File: src/rtl/ov2640_pkg.sv
// Shared types and constants for the OV2640 DVP capture path.
package ov2640_pkg;

  typedef enum logic [1:0] {
    WAIT_CFG   = 2'd0,
    WAIT_VSYNC = 2'd1,
    CAPTURE    = 2'd2
  } cap_state_t;

  localparam int QVGA_W = 320;
  localparam int QVGA_H = 240;

  // RGB565 layout: R[15:11], G[10:5], B[4:0]
  typedef struct packed {
    logic [4:0] r;
    logic [5:0] g;
    logic [4:0] b;
  } rgb565_t;

endpackage

File: src/rtl/cam_sync.sv
// Two-flop synchroniser for a bundle of camera signals into the clk domain.
module cam_sync #(
  parameter int W = 1
) (
  input  logic         clk,
  input  logic         rst,
  input  logic [W-1:0] i_d,
  output logic [W-1:0] o_q
);

  logic [W-1:0] r_s1;
  logic [W-1:0] r_s2;

  // Metastability chain; every bit sees the same two-stage delay.
  always_ff @(posedge clk or posedge rst) begin
    if (rst) begin
      r_s1 <= '0;
      r_s2 <= '0;
    end else begin
      r_s1 <= i_d;
      r_s2 <= r_s1;
    end
  end

  assign o_q = r_s2;

endmodule

File: src/rtl/ov2640_capture.sv
// OV2640 DVP capture: synchronises the camera bus, packs byte pairs into
// RGB565 and emits one frame-buffer write per stored pixel.
module ov2640_capture
  import ov2640_pkg::*;
#(
  parameter int H_ACTIVE = QVGA_W,
  parameter int V_ACTIVE = QVGA_H,
  parameter int ADDR_W   = 17
) (
  input  logic              clk,
  input  logic              rst,
  input  logic              config_done,
  input  logic              capture_en,
  input  logic              cam_pclk,
  input  logic              cam_vsync,
  input  logic              cam_href,
  input  logic [7:0]        cam_data,
  output logic              pix_valid,
  output logic [15:0]       pix_data,
  output logic [ADDR_W-1:0] pix_addr,
  output logic              frame_done,
  output logic              frame_err,
  output logic              busy
);

  localparam int XW = $clog2(H_ACTIVE + 1);
  localparam int YW = $clog2(V_ACTIVE + 2);
  localparam logic [XW-1:0]     X_MAX     = XW'(H_ACTIVE);
  localparam logic [YW-1:0]     Y_MAX     = YW'(V_ACTIVE);
  localparam logic [YW-1:0]     Y_SAT     = YW'(V_ACTIVE + 1);
  localparam logic [ADDR_W-1:0] LINE_STEP = ADDR_W'(H_ACTIVE);

  logic [10:0] w_sync_d;
  logic [10:0] w_sync_q;
  logic        w_pclk_s2;
  logic        w_vsync_s2;
  logic        w_href_s2;
  logic [7:0]  w_data_s2;
  logic        w_pe;
  logic        w_vs_fall;
  logic        w_vs_rise;
  logic        w_href_fall;

  logic        r_pclk_s3;
  logic        r_vsync_s3;
  logic        r_href_s3;

  cap_state_t        r_state;
  logic [XW-1:0]     r_x;
  logic [YW-1:0]     r_y;
  logic [ADDR_W-1:0] r_line_base;
  logic              r_phase;
  logic [7:0]        r_hi;
  logic              r_pix_valid;
  rgb565_t           r_pix_data;
  logic [ADDR_W-1:0] r_pix_addr;
  logic              r_frame_done;
  logic              r_frame_err;
  logic              r_busy;

  assign w_sync_d = {cam_pclk, cam_vsync, cam_href, cam_data};

  cam_sync #(.W(11)) u_sync (
    .clk (clk),
    .rst (rst),
    .i_d (w_sync_d),
    .o_q (w_sync_q)
  );

  assign w_pclk_s2   = w_sync_q[10];
  assign w_vsync_s2  = w_sync_q[9];
  assign w_href_s2   = w_sync_q[8];
  assign w_data_s2   = w_sync_q[7:0];

  // Data, href and vsync all come from s2 so they line up with the pclk edge.
  assign w_pe        = w_pclk_s2 & ~r_pclk_s3;
  assign w_vs_fall   = ~w_vsync_s2 & r_vsync_s3;
  assign w_vs_rise   = w_vsync_s2 & ~r_vsync_s3;
  assign w_href_fall = ~w_href_s2 & r_href_s3;

  // Third flop on the synchronised control lines for edge detection.
  always_ff @(posedge clk or posedge rst) begin
    if (rst) begin
      r_pclk_s3  <= 1'b0;
      r_vsync_s3 <= 1'b0;
      r_href_s3  <= 1'b0;
    end else begin
      r_pclk_s3  <= w_pclk_s2;
      r_vsync_s3 <= w_vsync_s2;
      r_href_s3  <= w_href_s2;
    end
  end

  // Frame FSM with byte packer, line/column counters and registered outputs.
  always_ff @(posedge clk or posedge rst) begin
    if (rst) begin
      r_state      <= WAIT_CFG;
      r_x          <= '0;
      r_y          <= '0;
      r_line_base  <= '0;
      r_phase      <= 1'b0;
      r_hi         <= '0;
      r_pix_valid  <= 1'b0;
      r_pix_data   <= '0;
      r_pix_addr   <= '0;
      r_frame_done <= 1'b0;
      r_frame_err  <= 1'b0;
      r_busy       <= 1'b0;
    end else begin
      r_pix_valid  <= 1'b0;
      r_frame_done <= 1'b0;
      if (!config_done) begin
        r_state <= WAIT_CFG;
        r_busy  <= 1'b0;
      end else begin
        case (r_state)
          WAIT_CFG: r_state <= WAIT_VSYNC;
          WAIT_VSYNC: begin
            if (w_vs_fall && capture_en) begin
              r_state     <= CAPTURE;
              r_busy      <= 1'b1;
              r_x         <= '0;
              r_y         <= '0;
              r_line_base <= '0;
              r_phase     <= 1'b0;
              r_frame_err <= 1'b0;
            end
          end
          CAPTURE: begin
            if (w_pe && w_href_s2) begin
              if (!r_phase) begin
                r_hi    <= w_data_s2;
                r_phase <= 1'b1;
              end else begin
                r_phase <= 1'b0;
                if (r_x < X_MAX && r_y < Y_MAX) begin
                  r_pix_valid <= 1'b1;
                  r_pix_data  <= rgb565_t'({r_hi, w_data_s2});
                  r_pix_addr  <= r_line_base + ADDR_W'(r_x);
                end
                if (r_x < X_MAX) r_x <= r_x + XW'(1);
              end
            end
            // Line end: odd byte count or a short non-empty line is an error;
            // empty lines leave y untouched.
            if (w_href_fall) begin
              if (r_phase || (r_x != '0 && r_x < X_MAX)) r_frame_err <= 1'b1;
              if (r_x != '0 && r_y < Y_SAT) begin
                r_y         <= r_y + YW'(1);
                r_line_base <= r_line_base + LINE_STEP;
              end
              r_x     <= '0;
              r_phase <= 1'b0;
            end
            if (w_vs_rise) begin
              r_frame_done <= 1'b1;
              if (r_y != Y_MAX) r_frame_err <= 1'b1;
              r_state <= WAIT_VSYNC;
              r_busy  <= 1'b0;
            end
          end
          default: r_state <= WAIT_CFG;
        endcase
      end
    end
  end

  assign pix_valid  = r_pix_valid;
  assign pix_data   = r_pix_data;
  assign pix_addr   = r_pix_addr;
  assign frame_done = r_frame_done;
  assign frame_err  = r_frame_err;
  assign busy       = r_busy;

endmodule
File: config.mk
export PLATFORM = sky130hd
export DESIGN_NAME = ov2640_capture
export DESIGN_NICKNAME = d
export VERILOG_FILES = /design/src/rtl/ov2640_pkg.sv /design/src/rtl/cam_sync.sv /design/src/rtl/ov2640_capture.sv
export SDC_FILE = /design/constraint.sdc
export NUM_CORES = 1
export LEC_CHECK = 0
export CELL_PAD_IN_SITES_DETAIL_PLACEMENT = 1
export CELL_PAD_IN_SITES_GLOBAL_PLACEMENT = 1
export CORE_MARGIN = 8
export CORE_UTILIZATION = 44
export CTS_CLUSTER_DIAMETER = 80
export DETAILED_ROUTE_END_ITERATION = 12
export PLACE_DENSITY = 0.76
export SETUP_SLACK_MARGIN = 0.1
export SLEW_MARGIN = 20
export SYNTH_ARGS = -nofsm -noshare
export SYNTH_HDL_FRONTEND = slang
export SYNTH_SLANG_ARGS = --single-unit
File: constraint.sdc
create_clock -name clk -period 4.2 [get_ports clk]
set_input_delay 0.42 -clock clk [delete_from_list [all_inputs] [get_ports clk]]
set_output_delay 0.42 -clock clk [all_outputs]
set_load 0.02 [all_outputs]
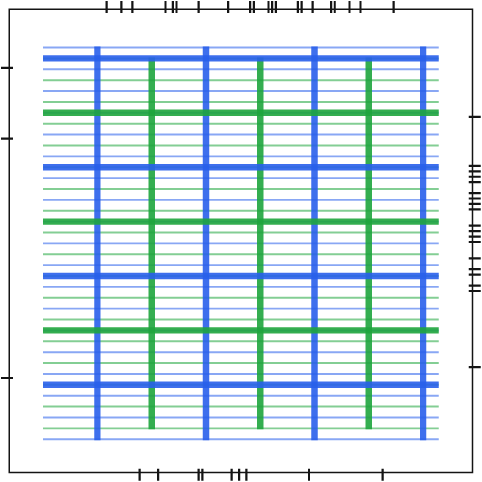
**Above:** run 1 (supply network).
Drawn at 4 px/µm. Pins as bars on the die edge.
- VDD: green
- VSS: blue
- met5 straps: 7
- rows: 36

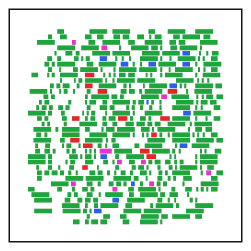
**Above:** run 1 (sizing map).
Drawn at 2 px/µm.
- _3 and _4 cells: magenta (cells 10)
- _2 cells: blue (cells 13)
- _6 and larger: red (cells 13)
- _0 and _1 cells: green (cells 431)
Buffers, non-clock: 56
P&R area growth vs syn: 18.8%

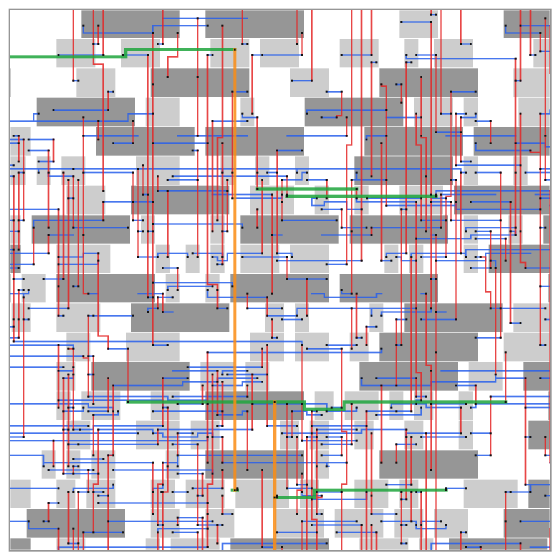
**Above:** run 1 (close-up of the layout).
Region (33, 56) to (83, 106) µm. Cells in gray, sequential cells in the stronger gray; small squares are vias.
- metal 4: orange
- metal 2: red
- metal 3: green
- metal 1: blue
- sequential cells in the window: 29
- cells with their middle in the window: 128
- most frequent: nand2_1 (30), dfrtp_1 (29), clkdlybuf4s50_1 (15)
- netlist names of flops here include: pix_data (7), pix_addr (6), r_hi (4)

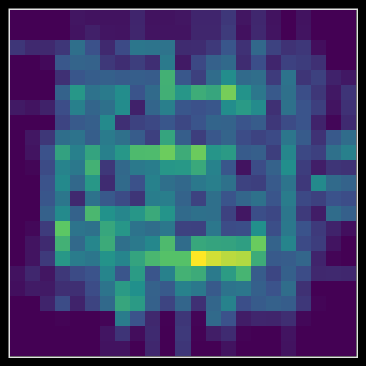
**Above:** run 1 (wire density map).
Drawn at 3 px/µm. 23 x 23 tiles, from dark purple (low) to yellow (high), scaled to the fullest tile. Values are wire area over tile area, all layers added.
- nearly empty tiles: 19%
- densest ninth of the die: center
- tiles over half the peak: 11%
- fullest tile: 0.49
final wirelength: 10100 µm
GRT Resource Usage Total: 0.165
Routed WL per cell: 16.8 µm
vias: 3292

run 1: how the worst max path moves through the flow:
stage | end | depth (start not counted)
after CTS | pix_addr[15]$_DFFE_PP0P_ | 7
after global routing | pix_addr[15]$_DFFE_PP0P_ | 7
final | pix_addr[15]$_DFFE_PP0P_ | 7
after floorplan | busy$_DFFE_PP0P_ | 1
after global placement | pix_addr[12]$_DFFE_PP0P_ | 7
after detailed placement | pix_addr[15]$_DFFE_PP0P_ | 7
run 1: placed cells by master (no fill, tap or decap), types with 6 or more instances in the layout:
master	n
nor2_1	10
o21ai_0	17
ha_1	8
a31oi_1	8
and3_1	7
or4_1	14
mux2i_1	6
o31ai_1	11
mux2_2	8
dfrtp_1	101
nand4_1	7
a21oi_1	21
clkbuf_8	9
clkdlybuf4s50_1	51
nand3_1	7
nand2b_1	6
nand2_1	98
run 1: per-stage QoR:
step	worst slack [ns]	cell area, µm²	util	hold slack (ns)
2_1_floorplan	1.13	4350	-	0.331
3_3_place_gp	1.50	4980	0.514	0.331
3_5_place_dp	1.38	4980	0.514	0.336
4_1_cts	1.76	5170	0.534	0.362
5_1_grt	1.57	5170	0.534	0.370
6_report	1.78	5170	0.534	0.359
run 1: per-layer routing:
metal | GRT usage | up-vias | wire length (µm)
met3 | 0.0380 | 5 | 434
met4 | 0.0359 | 0 | 62
met5 | 0 | - | 0
li1 | - | 1563 | -
met1 | 0.216 | 1681 | 4530
met2 | 0.272 | 43 | 5050
run 1: worst register-to-register path: cells and delay by family (launching register included):
| family | cells | cell delay [ns] |
|---|---|---|
| and+or+nand+nor | 3 | 0.94 |
| AOI/OAI and AO/OA | 1 | 0.17 |
| buffers and inverters | 2 | 0.72 |
| DFF | 1 | 0.44 |
run 1: cell families after synthesis:
| family | count (synthesis) |
|---|---|
| fa+ha+maj | 8 |
| buf+inv | 27 |
| simple gates | 179 |
| mux | 14 |
| xor+xnor | 5 |
| compound gates | 81 |
| flops | 101 |
run 1: report_power, final:
group | internal [W] | switching (W) | total, W
Sequential | 0.000998 | 0.0000223 | 0.00102
Clock | 0.000231 | 0.000369 | 0.000599
Combinational | 0.0000502 | 0.0000933 | 0.000144
run 1: sequential cells by signal, indices dropped and copies added, names as in the netlist:
| name | count |
|---|---|
| pix_addr | 17 |
| r_state | 2 |
| pix_valid | 1 |
| r_y | 8 |
| r_line_base | 11 |
| frame_done | 1 |
| frame_err | 1 |
| busy | 1 |
| r_href_s3 | 1 |
| pix_data | 16 |
| u_sync.r_s1 | 11 |
| r_pclk_s3 | 1 |
| r_x | 9 |
| u_sync.o_q | 11 |
| r_hi | 8 |
| r_vsync_s3 | 1 |
| r_phase | 1 |
run 1: cell type report:
type | instances | area share
clock buffers | 9 | 0.0240
inverters | 7 | 0.00557
clock inverters | 7 | 0.0126
well taps | 133 | 0.0322
flip-flops and latches | 101 | 0.489
repair buffers | 56 | 0.106
multi-input cells | 287 | 0.331
==> out/results.ini, run 1 <==
[yosys]
common_cells = dfrtp_1, nand2_1, a21oi_1
fp_nets = 438
mux_area_frac = 0.0345
ys_cells = 415
xor_area_frac = 0.0101
synth.top_cell.area_share = 0.581
yosys.area.top_type = dfrtp_1
synth.most_common_cell = dfrtp_1
postSynthSeqShare = 0.581
synthAoiAreaFrac = 0.121
synthArstFlopShare = 1.00
top_cells_by_area = dfrtp_1, nand2_1, a21oi_1, or4_1, ha_1
edf_count = 0
top_logic_kind = simple AND/OR/NAND/NOR gates
ys_ff = 101
yosys.area_share.simple = 0.204

[clocking]
cts-root-buf = clkbuf_8
clk-insertion-delay-late_ns = 0.36
cts_made_buffers = 9
htreeDepth = 3
tritoncts = built
cts_setup_buffers = 0
cts_hold_buf = 0

[critical_path]
cp.required_ns = 4.49
worst-setup-path-type = in -> reg
cp_top_family = buffers and inverters
r2r-start = r_state[0]$_DFFE_PP0P_
critPathLaunchType = input port
max_stage_delay_ns = 0.56
cp.buffers_inverters = 3
crit_arrival_ns = 2.71

[final_timing]
slew_headroom = 0.396
fin_skew_ns = 0.0157
layout_min_cycle_time_ns = 2.42
fin_setup_tns_ns = 0
worst_pin_slew_ns = 0.901
setup_viol = 0

[power_and_ir_drop]
finalPower_w = 0.00176
leakagePower_nw = 2.32
ir_drop_uv = 202
power_density_mw_per_mm2 = 341

[cells_and_area]
final-instance-count-excl-fill = 600
finalNetCount = 485
insertedDiodeCount = 0
seq_area_mm2 = 0.00253
comb_area_mm2 = 0.00171

[floorplan]
coreArea_mm2 = 0.00968
fp_util = 0.449
rows = 36

[grt]
grt_start_max_net_pins = 43
antenna_found_initial = 0
overflow = 0
grt_first_pass_wirelength_um = 17700
grt_pass1_vias = 3478

[status]
status = completed

[placed_design]
place.gp.congestion = 0.788
portBuffers = 51

[hold_path]
min_to = u_sync.o_q[5]$_DFF_PP0_
hold_depth = 0
hold_class = reg -> reg

**Run 1: placed standard cells**

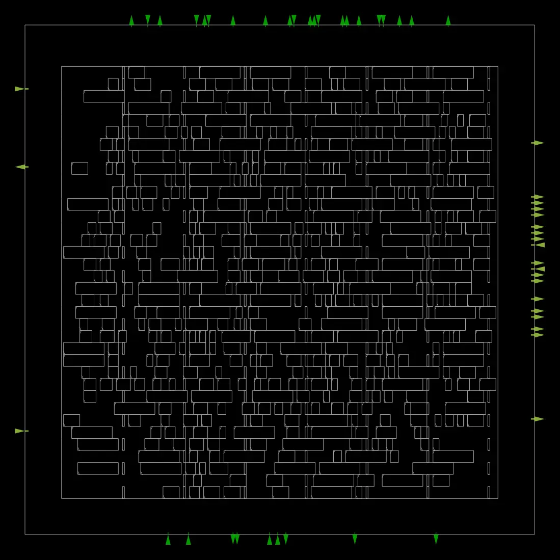

--- run 2 (diff from run 1) ---
clock period = 2.4 ns   (was 4.2 ns; I/O delays follow)
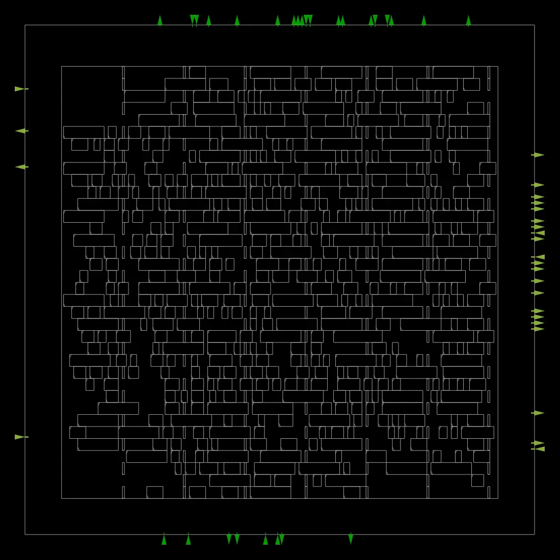
**Above:** run 2 (placed standard cells).
num tapcells: 133
Final Core Density: 0.544
core area: 0.00968 mm²

==> run 2 against run 1 <==
  * Global-route usage rose by 0.53 points
  * First-iteration DRC count grew 27%
  * Critical endpoint is now r_y[0]$_DFFE_PP0P_
  * Synthesized area unchanged
  * Combinational power grew 95%
  * Hold slack got worse by 0.061 ns
  * Core utilization up 0.97 points
  * Final cell count increased by 1.2%
==> out/results.ini, run 2 <==
[status]
status = completed

[yosys]
ys_ff = 101
synth.top_cell.area_share = 0.581
fp_nets = 438
ys_cells = 415
synth.most_common_cell = dfrtp_1
postSynthSeqShare = 0.581
synth_area_mm2 = 0.00435
top_logic_kind = simple AND/OR/NAND/NOR gates
synth.distinct_cells = 50
yosys.area_share.simple = 0.204
xor_area_frac = 0.0101
synthAoiAreaFrac = 0.121
common_cells = dfrtp_1, nand2_1, a21oi_1
yosys-stat-area_mm2 = 0.00435
synth_adder_area_share = 0.0230
syn_area_per_cell_um2 = 10.5
edf_count = 0
ff_type = dfrtp_1
synthArstFlopShare = 1.00
netlist_instances = 415
yosys.area.top_type = dfrtp_1
synth_warnings = 0
mux_area_frac = 0.0345
top_cells_by_area = dfrtp_1, nand2_1, a21oi_1, or4_1, ha_1

[final_timing]
finalMaxSlewViolations = 0
rsz0062_at_grt = yes
hold_viol_final = 0
layout_min_cycle_time_ns = 2.25
fmax_ghz = 0.445
slew_headroom = 0.372
finalCritPeriodShare = 0.936
fin_setup_tns_ns = 0
fin_skew_ns = 0.0143
setup_viol = 0
fin_hold_ws_ns = 0.299
worst_pin_slew_ns = 0.934
setup_slack_ns = 0.154

[floorplan]
die_w_um = 115
rows = 36
die_y_um = 115
die_area_mm2 = 0.0133
fp_util = 0.449
ios = 52

[critical_path]
r2r_slack_ns = 0.15
crit_start = r_y[0]$_DFFE_PP0P_
endpoint_kind = flip-flop
crit_arrival_ns = 2.51
crit_slowest_cell = or4_1
r2r_end = r_y[0]$_DFFE_PP0P_
max_stage_delay_ns = 0.51
crit_fanout = 14
cp.required_ns = 2.67
cp_num_cells = 6
ff2ff_path_depth = 6
critPathLaunchType = flip-flop
worst-setup-path-type = reg -> reg
cp-endpoint = r_y[0]$_DFFE_PP0P_
crit_chain = inv_1 -> ha_1 -> or3b_4 -> a22o_4 -> or4_1 -> o22ai_1
r2r-start = r_y[0]$_DFFE_PP0P_
cp.buffers_inverters = 1
cp_top_family = simple AND/OR/NAND/NOR gates

[placed_design]
place_hpwl_um = 7180
place.gp.congestion = 0.809
pre_cts_slack_ns = 0.134
portBuffers = 51
placedCellCount = 590

[hold_path]
hold_class = in -> reg

[grt]
overflow = 0
grt_pass1_vias = 3497
grt_first_pass_wirelength_um = 17900
grt_start_max_net_pins = 102
grt_use_total = 0.170
antenna_found_initial = 0

[cells_and_area]
area_growth_pct = 20.9
drive_above_1_share = 0.0970
finalNetCount = 492
seq_area_mm2 = 0.00253
comb_area_mm2 = 0.00173
lay_top_cells = dfrtp_1, nand2_1, clkdlybuf4s50_1
fillers = 1068
largest_register_ffs = 17
layout_top_cell = dfrtp_1
final-instance-count-excl-fill = 607
insertedDiodeCount = 0

[power_and_ir_drop]
finalPower_w = 0.00318
power_density_mw_per_mm2 = 605
ir_drop_uv = 258
leakagePower_nw = 2.36

[drt]
dr_total_vias = 3376
wirelength_um = 10800
detail-route-antenna-nets = 0
first_pass_iters = 4
vias_per_cell = 5.56
drc = 0
first_iter_violations = 178
wire_per_inst_um = 17.8

[clocking]
clk_pin_slew_ns = 0.10
cts-root-buf = clkbuf_8
clk-insertion-delay-late_ns = 0.37
htreeDepth = 3
tritoncts = built
cts_made_buffers = 9
cts_setup_buffers = 0
cts.path.max_buffers = 2
cts_sinks = 101

[job]
warnings = 31
cap_violations = 0

-- run 2: cell counts after synthesis --
No cell type changed its count.
-- run 2: worst min path at each step --
stage | start | to | slack (ns) | depth (start not counted)
final | cam_vsync | u_sync.r_s1[9]$_DFF_PP0_ | 0.30 | 1
after global routing | cam_vsync | u_sync.r_s1[9]$_DFF_PP0_ | 0.29 | 1
after CTS | cam_vsync | u_sync.r_s1[9]$_DFF_PP0_ | 0.29 | 1
after detailed placement | u_sync.r_s1[0]$_DFF_PP0_ | u_sync.o_q[0]$_DFF_PP0_ | 0.34 | 0
after global placement | u_sync.r_s1[9]$_DFF_PP0_ | u_sync.o_q[9]$_DFF_PP0_ | 0.33 | 0
after floorplan | cam_data[0] | u_sync.r_s1[0]$_DFF_PP0_ | 0.27 | 0
-- run 2: cell type report --
class / count / share of cell area
well taps: 133 / 0.0316
inverters: 7 / 0.00570
repair buffers: 62 / 0.115
flip-flops and latches: 101 / 0.480
clock buffers: 9 / 0.0235
clock inverters: 7 / 0.0152
multi-input cells: 288 / 0.329
-- run 2: worst register-to-register path: cells and delay by family, from the launching register on --
kind,cells,cell delay [ns]
AND-OR/OR-AND,2,0.51
adder cells (fa/ha/maj),1,0.19
buffers and inverters,1,0.09
flip-flops,1,0.46
AND/OR/NAND/NOR,2,0.91
-- run 2: repair_timing --
| action | 4_1_cts | 5_1_grt |
|---|---|---|
| hold buffers | 0 | 0 |
| setup endpoints to repair | 0 | 9 |
| resized | 0 | 3 |
-- run 2: metal layers --
metal,GRT usage,up-vias,routed length [µm]
li1,-,1591,-
met1,0.224,1725,4890
met2,0.281,49,5420
met3,0.0287,11,353
met4,0.0499,0,119
met5,0,-,0
-- run 2: kinds of logic after synthesis --
kind of cell,after synthesis
AND/OR/NAND/NOR,179
multiplexers,14
buffers and inverters,27
AND-OR/OR-AND,81
flip-flops,101
adder cells (fa/ha/maj),8
XOR/XNOR,5
-- run 2: stage by stage --
step	util	area, µm²
6_report	0.544	5260
4_1_cts	0.541	5240
3_5_place_dp	0.520	5040
2_1_floorplan	-	4360
5_1_grt	0.544	5260
3_3_place_gp	0.520	5040
-- run 2: where the power goes --
| part | internal (W) | leakage, nW | total [W] | switching (W) |
|---|---|---|---|---|
| sequential | 0.00175 | 1.34 | 0.00179 | 0.0000404 |
| clock | 0.000497 | 0.102 | 0.00112 | 0.000620 |
| combinational | 0.0000991 | 0.917 | 0.000281 | 0.000182 |
No activity file was given, so power comes from the tool's default toggle rates.
